**src/rtl/rv_pipe_pkg.sv**
```systemverilog
// Shared pipeline definitions: register-file encodings, latency classes and the
// NOP encoding used when the decode stage injects a bubble into execute.
package rv_pipe_pkg;

    localparam int REG_IDX_W = 5;

    typedef enum logic {
        FILE_GPR = 1'b0,
        FILE_FPR = 1'b1
    } reg_file_e;

    // A latency of zero marks a producer whose completion arrives on the writeback port.
    localparam int LAT_VAR = 0;

    localparam logic [31:0] NOP_INSN = 32'h00000013;

    localparam int LAT_ALU = 1;
    localparam int LAT_MUL = 3;
    localparam int LAT_FPU = 4;

endpackage

```
**src/rtl/sb_entry.sv**
```systemverilog
// One scoreboard slot: tracks whether a register has an outstanding write and,
// for fixed-latency producers, how many cycles remain until it lands.
module sb_entry
    import rv_pipe_pkg::*;
#(
    parameter int CNT_W = 4
) (
    input  logic             clk,
    input  logic             rst,
    input  logic             i_accept,
    input  logic [CNT_W-1:0] i_lat,
    input  logic             i_wbMatch,
    output logic             o_busy,
    output logic             o_var,
    output logic             o_clearing,
    output logic             o_busyNext
);

    logic             r_busy;
    logic             r_var;
    logic [CNT_W-1:0] r_cnt;

    logic             w_clearing;
    logic             w_busyNext;
    logic             w_varNext;
    logic [CNT_W-1:0] w_cntNext;

    assign w_clearing = r_busy & (r_var ? i_wbMatch : (r_cnt == CNT_W'(1)));

    // A new accept outranks a same-cycle clear so a bypassed re-issue re-arms the slot.
    always_comb begin
        w_busyNext = r_busy;
        w_varNext  = r_var;
        w_cntNext  = r_cnt;
        if (i_accept) begin
            w_busyNext = 1'b1;
            w_varNext  = (i_lat == CNT_W'(LAT_VAR));
            w_cntNext  = i_lat;
        end else if (w_clearing) begin
            w_busyNext = 1'b0;
            w_varNext  = 1'b0;
            w_cntNext  = '0;
        end else if (r_busy && !r_var) begin
            w_cntNext  = r_cnt - CNT_W'(1);
        end
    end

    always_ff @(posedge clk or negedge rst) begin
        if (!rst) begin
            r_busy <= 1'b0;
            r_var  <= 1'b0;
            r_cnt  <= '0;
        end else begin
            r_busy <= w_busyNext;
            r_var  <= w_varNext;
            r_cnt  <= w_cntNext;
        end
    end

    assign o_busy     = r_busy;
    assign o_var      = r_var;
    assign o_clearing = w_clearing;
    assign o_busyNext = w_busyNext;

endmodule

```
**src/rtl/pipeline_scoreboard.sv**
```systemverilog
// Per-register pending-write scoreboard beside decode: raises the issue stall on
// RAW/WAW hazards against GPR/FPR writes still in flight.
module pipeline_scoreboard
    import rv_pipe_pkg::*;
#(
    parameter int NUM_REGS  = 32,
    parameter int CNT_W     = 4,
    parameter int WB_BYPASS = 1
) (
    input  logic                              clk,
    input  logic                              rst,
    input  logic                              issue_valid,
    input  logic [$clog2(NUM_REGS)-1:0]       issue_rs1,
    input  logic                              issue_rs1_en,
    input  logic                              issue_rs1_fpr,
    input  logic [$clog2(NUM_REGS)-1:0]       issue_rs2,
    input  logic                              issue_rs2_en,
    input  logic                              issue_rs2_fpr,
    input  logic [$clog2(NUM_REGS)-1:0]       issue_rd,
    input  logic                              issue_rd_wr,
    input  logic                              issue_rd_fpr,
    input  logic [CNT_W-1:0]                  issue_lat,
    input  logic                              flush,
    input  logic                              wb_valid,
    input  logic [$clog2(NUM_REGS)-1:0]       wb_rd,
    input  logic                              wb_fpr,
    output logic                              stall,
    output logic [NUM_REGS-1:0]               busy_gpr,
    output logic [NUM_REGS-1:0]               busy_fpr,
    output logic [$clog2(2*NUM_REGS):0]       pending,
    output logic                              wb_err
);

    localparam int IDX_W   = $clog2(NUM_REGS);
    localparam int SLOT_W  = IDX_W + 1;
    localparam int SLOTS   = 2 * NUM_REGS;
    localparam int PEND_W  = $clog2(2 * NUM_REGS) + 1;
    localparam bit BYPASS  = (WB_BYPASS != 0);

    // Slot index is {file, reg}, so the FPR file occupies the upper half of each vector.
    logic [SLOT_W-1:0] w_rs1Slot;
    logic [SLOT_W-1:0] w_rs2Slot;
    logic [SLOT_W-1:0] w_rdSlot;
    logic [SLOT_W-1:0] w_wbSlot;

    logic [SLOTS-1:0]  w_busy;
    logic [SLOTS-1:0]  w_var;
    logic [SLOTS-1:0]  w_clearing;
    logic [SLOTS-1:0]  w_busyNext;

    logic              w_rs1X0;
    logic              w_rs2X0;
    logic              w_rdX0;
    logic              w_hazRs1;
    logic              w_hazRs2;
    logic              w_hazRd;
    logic              w_stall;
    logic              w_accept;
    logic              w_wbBad;
    logic [PEND_W-1:0] w_popNext;

    logic [PEND_W-1:0] r_pending;
    logic              r_wbErr;

    assign w_rs1Slot = {issue_rs1_fpr, issue_rs1};
    assign w_rs2Slot = {issue_rs2_fpr, issue_rs2};
    assign w_rdSlot  = {issue_rd_fpr, issue_rd};
    assign w_wbSlot  = {wb_fpr, wb_rd};

    assign w_rs1X0 = (issue_rs1_fpr == logic'(FILE_GPR)) && (issue_rs1 == '0);
    assign w_rs2X0 = (issue_rs2_fpr == logic'(FILE_GPR)) && (issue_rs2 == '0);
    assign w_rdX0  = (issue_rd_fpr  == logic'(FILE_GPR)) && (issue_rd  == '0);

    assign w_hazRs1 = issue_rs1_en && !w_rs1X0 && w_busy[w_rs1Slot]
                      && !(BYPASS && w_clearing[w_rs1Slot]);
    assign w_hazRs2 = issue_rs2_en && !w_rs2X0 && w_busy[w_rs2Slot]
                      && !(BYPASS && w_clearing[w_rs2Slot]);
    assign w_hazRd  = issue_rd_wr && !w_rdX0 && w_busy[w_rdSlot]
                      && !(BYPASS && w_clearing[w_rdSlot]);

    assign w_stall  = issue_valid && !flush && (w_hazRs1 || w_hazRs2 || w_hazRd);
    assign w_accept = issue_valid && !flush && !w_stall && issue_rd_wr && !w_rdX0;

    for (genvar s = 0; s < SLOTS; s++) begin : gSlot
        localparam logic [SLOT_W-1:0] SLOT = SLOT_W'(s);

        sb_entry #(
            .CNT_W (CNT_W)
        ) uEntry (
            .clk        (clk),
            .rst        (rst),
            .i_accept   (w_accept && (w_rdSlot == SLOT)),
            .i_lat      (issue_lat),
            .i_wbMatch  (wb_valid && (w_wbSlot == SLOT)),
            .o_busy     (w_busy[s]),
            .o_var      (w_var[s]),
            .o_clearing (w_clearing[s]),
            .o_busyNext (w_busyNext[s])
        );
    end

    // A completion is only legitimate for a slot waiting on a variable-latency producer.
    assign w_wbBad = wb_valid && !(w_busy[w_wbSlot] && w_var[w_wbSlot]);

    always_comb begin
        w_popNext = '0;
        for (int i = 0; i < SLOTS; i++) begin
            w_popNext = w_popNext + PEND_W'(w_busyNext[i]);
        end
    end

    always_ff @(posedge clk or negedge rst) begin
        if (!rst) begin
            r_pending <= '0;
            r_wbErr   <= 1'b0;
        end else begin
            r_pending <= w_popNext;
            r_wbErr   <= r_wbErr || w_wbBad;
        end
    end

    assign stall    = w_stall;
    assign busy_gpr = w_busy[NUM_REGS-1:0];
    assign busy_fpr = w_busy[SLOTS-1:NUM_REGS];
    assign pending  = r_pending;
    assign wb_err   = r_wbErr;

endmodule

```
**config.mk**
```make
export PLATFORM = sky130hd
export DESIGN_NAME = pipeline_scoreboard
export DESIGN_NICKNAME = d
export VERILOG_FILES = /design/src/rtl/rv_pipe_pkg.sv /design/src/rtl/sb_entry.sv /design/src/rtl/pipeline_scoreboard.sv
export SDC_FILE = /design/constraint.sdc
export NUM_CORES = 2
export LEC_CHECK = 0
export CAP_MARGIN = 20
export CELL_PAD_IN_SITES_DETAIL_PLACEMENT = 0
export CELL_PAD_IN_SITES_GLOBAL_PLACEMENT = 1
export CORE_ASPECT_RATIO = 1.5
export CORE_MARGIN = 10
export CORE_UTILIZATION = 50
export DETAILED_ROUTE_END_ITERATION = 8
export GPL_ROUTABILITY_DRIVEN = 0
export HOLD_SLACK_MARGIN = 0.02
export PLACE_DENSITY = 0.82
export SLEW_MARGIN = 20
export SYNTH_ARGS = -nofsm -noshare
export SYNTH_HDL_FRONTEND = slang
export SYNTH_HIERARCHICAL = 1
export SYNTH_SLANG_ARGS = --single-unit
```
**constraint.sdc**
```tcl
create_clock -name clk -period 10.2 [get_ports clk]
set_clock_uncertainty 0.05 [all_clocks]
set_input_delay 2.04 -clock clk [delete_from_list [all_inputs] [get_ports clk]]
set_output_delay 2.04 -clock clk [all_outputs]
set_load 0.02 [all_outputs]
```
**Sequential cells grouped by signal name**

Scale: 1.5 px per um. Other sequential cells in the stronger grey, the rest of the logic in the fainter grey.
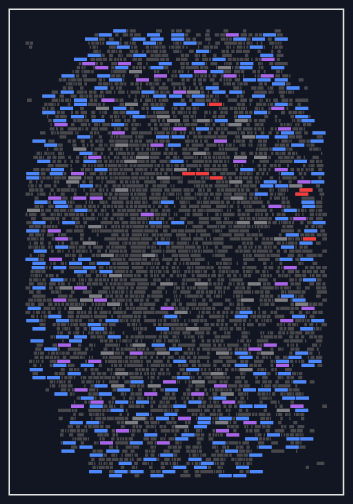
legend:
  gSlot.uEntry/r_cnt:
    colour: blue
    sequential_cells: 256
    where: all over the die
  pending:
    colour: red
    sequential_cells: 7
  gSlot.uEntry/o_var:
    colour: purple
    sequential_cells: 64
    where: all over the die
not coloured: 65
Seq. pwr: 2.45 mW
Final Core Density: 63.2%

**Track usage over the die**

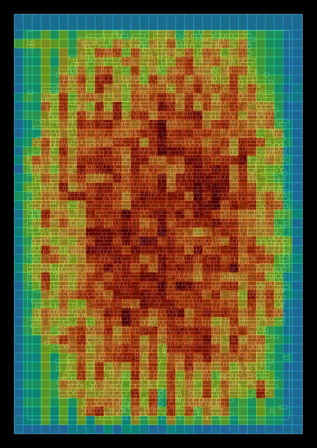
Top Usage Layer GRT: met2
GR met3 Demand/Resource: 6.44%

==> qor.csv <==
stage,metric,value,unit
grt,Tot GR Track Use,30.5,%
sta,final worst setup slack,-0.484,ns
logic_synthesis,"Distinct cells, synth",63,
floorplanning,Die Ht,323,um
power,NetSw,2.90,mW
job,# Max-Cap Violations,0,
layout,fin nets,3894,
floorplanning,die width,222,um
power,Leakage,15.3,nW
critical_path,crit path max fanout,6,
outcome,failing checks,negative setup slack,
drt,Routed Antenna Nets,0,
layout,fillers,4905,
sta,RSZ-0062 raised after global routing,yes,
sta,Tmin final,10.68,ns
power,internal power,4.54,mW
critical_path,R2R depth,33,
layout,area delta synth->final,24.8,%
grt,largest net degree at the start of global routing,163,
critical_path,worst path arrival time,11.11,ns
power,Switching Share,39.0,%
critical_path,worst setup path end,pending[6]$_DFF_PN0_,
logic_synthesis,Yosys top cell by instances,nand2_1,
sta,Final Setup Violations,6,
outcome,status,"complete, but fails checks",
grt,grt ovf,0,
-- power groups by stage --
stage	logic, mW	registers, mW	clock network, mW
final	3.26	2.45	1.73
after floorplan	2.00	2.37	0
after detailed placement	3.00	2.46	0
after global placement	2.84	2.42	0
after CTS	3.20	2.44	1.76
after global routing	3.61	2.50	1.81
-- cells by family after synthesis --
| kind of cell | synth area share (%) |
|---|---|
| other | 0.0123 |
| AND-OR/OR-AND | 18.4 |
| XOR/XNOR | 3.79 |
| adder cells (fa/ha/maj) | 9.40 |
| multiplexers | 7.25 |
| buffers and inverters | 5.60 |
| AND/OR/NAND/NOR | 23.4 |
| flip-flops | 32.1 |
-- metal layers --
layer	vias to the layer above	wire length [um]	track usage, %	part of all wire (%)
li1	12400	-	-	-
met1	13900	41200	34.6	37
met2	1279	52900	50.1	47
met3	431	8620	6.44	7.7
met4	2	9360	22.5	8.4
met5	-	17	0	0.015
-- how the worst min path moves through the flow --
stage | cells after the start | start | slack [ns] | end
after floorplan | 1 | wb_err$_DFF_PN0_ | 0.52 | wb_err$_DFF_PN0_
after global placement | 1 | wb_err$_DFF_PN0_ | 0.40 | wb_err$_DFF_PN0_
after detailed placement | 1 | wb_err$_DFF_PN0_ | 0.39 | wb_err$_DFF_PN0_
after CTS | 1 | wb_err$_DFF_PN0_ | 0.41 | wb_err$_DFF_PN0_
after global routing | 1 | wb_err$_DFF_PN0_ | 0.44 | wb_err$_DFF_PN0_
final | 1 | wb_err$_DFF_PN0_ | 0.41 | wb_err$_DFF_PN0_
-- per-stage QoR --
| stage | setup slack [ns] | instance area (um2) | setup TNS [ns] |
|---|---|---|---|
| floorplan | -0.340 | 31000 | -0.792 |
| global placement | -1.79 | 35200 | -10.32 |
| detailed placement | -1.83 | 35200 | -10.62 |
| CTS | -0.300 | 37800 | -0.677 |
| global route | -0.679 | 38100 | -2.98 |
| finish | -0.484 | 38100 | -1.95 |
-- layout make-up --
cell class	instances	area, um2	share of cell area, %
flip-flops and latches	392	9810	25.7
clock buffers	63	1300	3.40
well taps	784	981	2.57
inverters	307	1150	3.02
clock inverters	18	230	0.604
multi-input cells	2353	19800	52.0
repair buffers	562	4840	12.7
-- what timing repair did --
item,in CTS,in global routing
resized,136,47
pin swaps,69,32
setup buffers,65,21
gates cloned,3,0
setup endpoints to repair,7,6
-- cell usage in the layout (no fill, tap or decap), drive strengths merged, types with 16 or more instances in the layout --
master / instances
buf: 464
nand2: 394
dfrtp: 392
inv: 307
o31ai: 192
nand2b: 172
ha: 143
nor3: 131
o21ai: 105
clkdlybuf4s50: 94
nor2b: 82
nand3b: 77
a21oi: 75
nor2: 74
a2111oi: 71
mux2: 68
a211oi: 68
xor2: 66
xnor2: 66
nor4: 66
or4b: 64
a21boi: 64
and4b: 64
a31o: 64
clkbuf: 64
mux4: 59
fa: 54
nand3: 40
nor3b: 16
-- state kept, by name, indices dropped and copies added (netlist names) --
signal               cells
gSlot.uEntry/o_var      64
gSlot.uEntry/r_cnt     256
gSlot.uEntry/o_busy     64
wb_err                   1
pending                  7
No activity file was given, so power comes from the tool's default toggle rates.
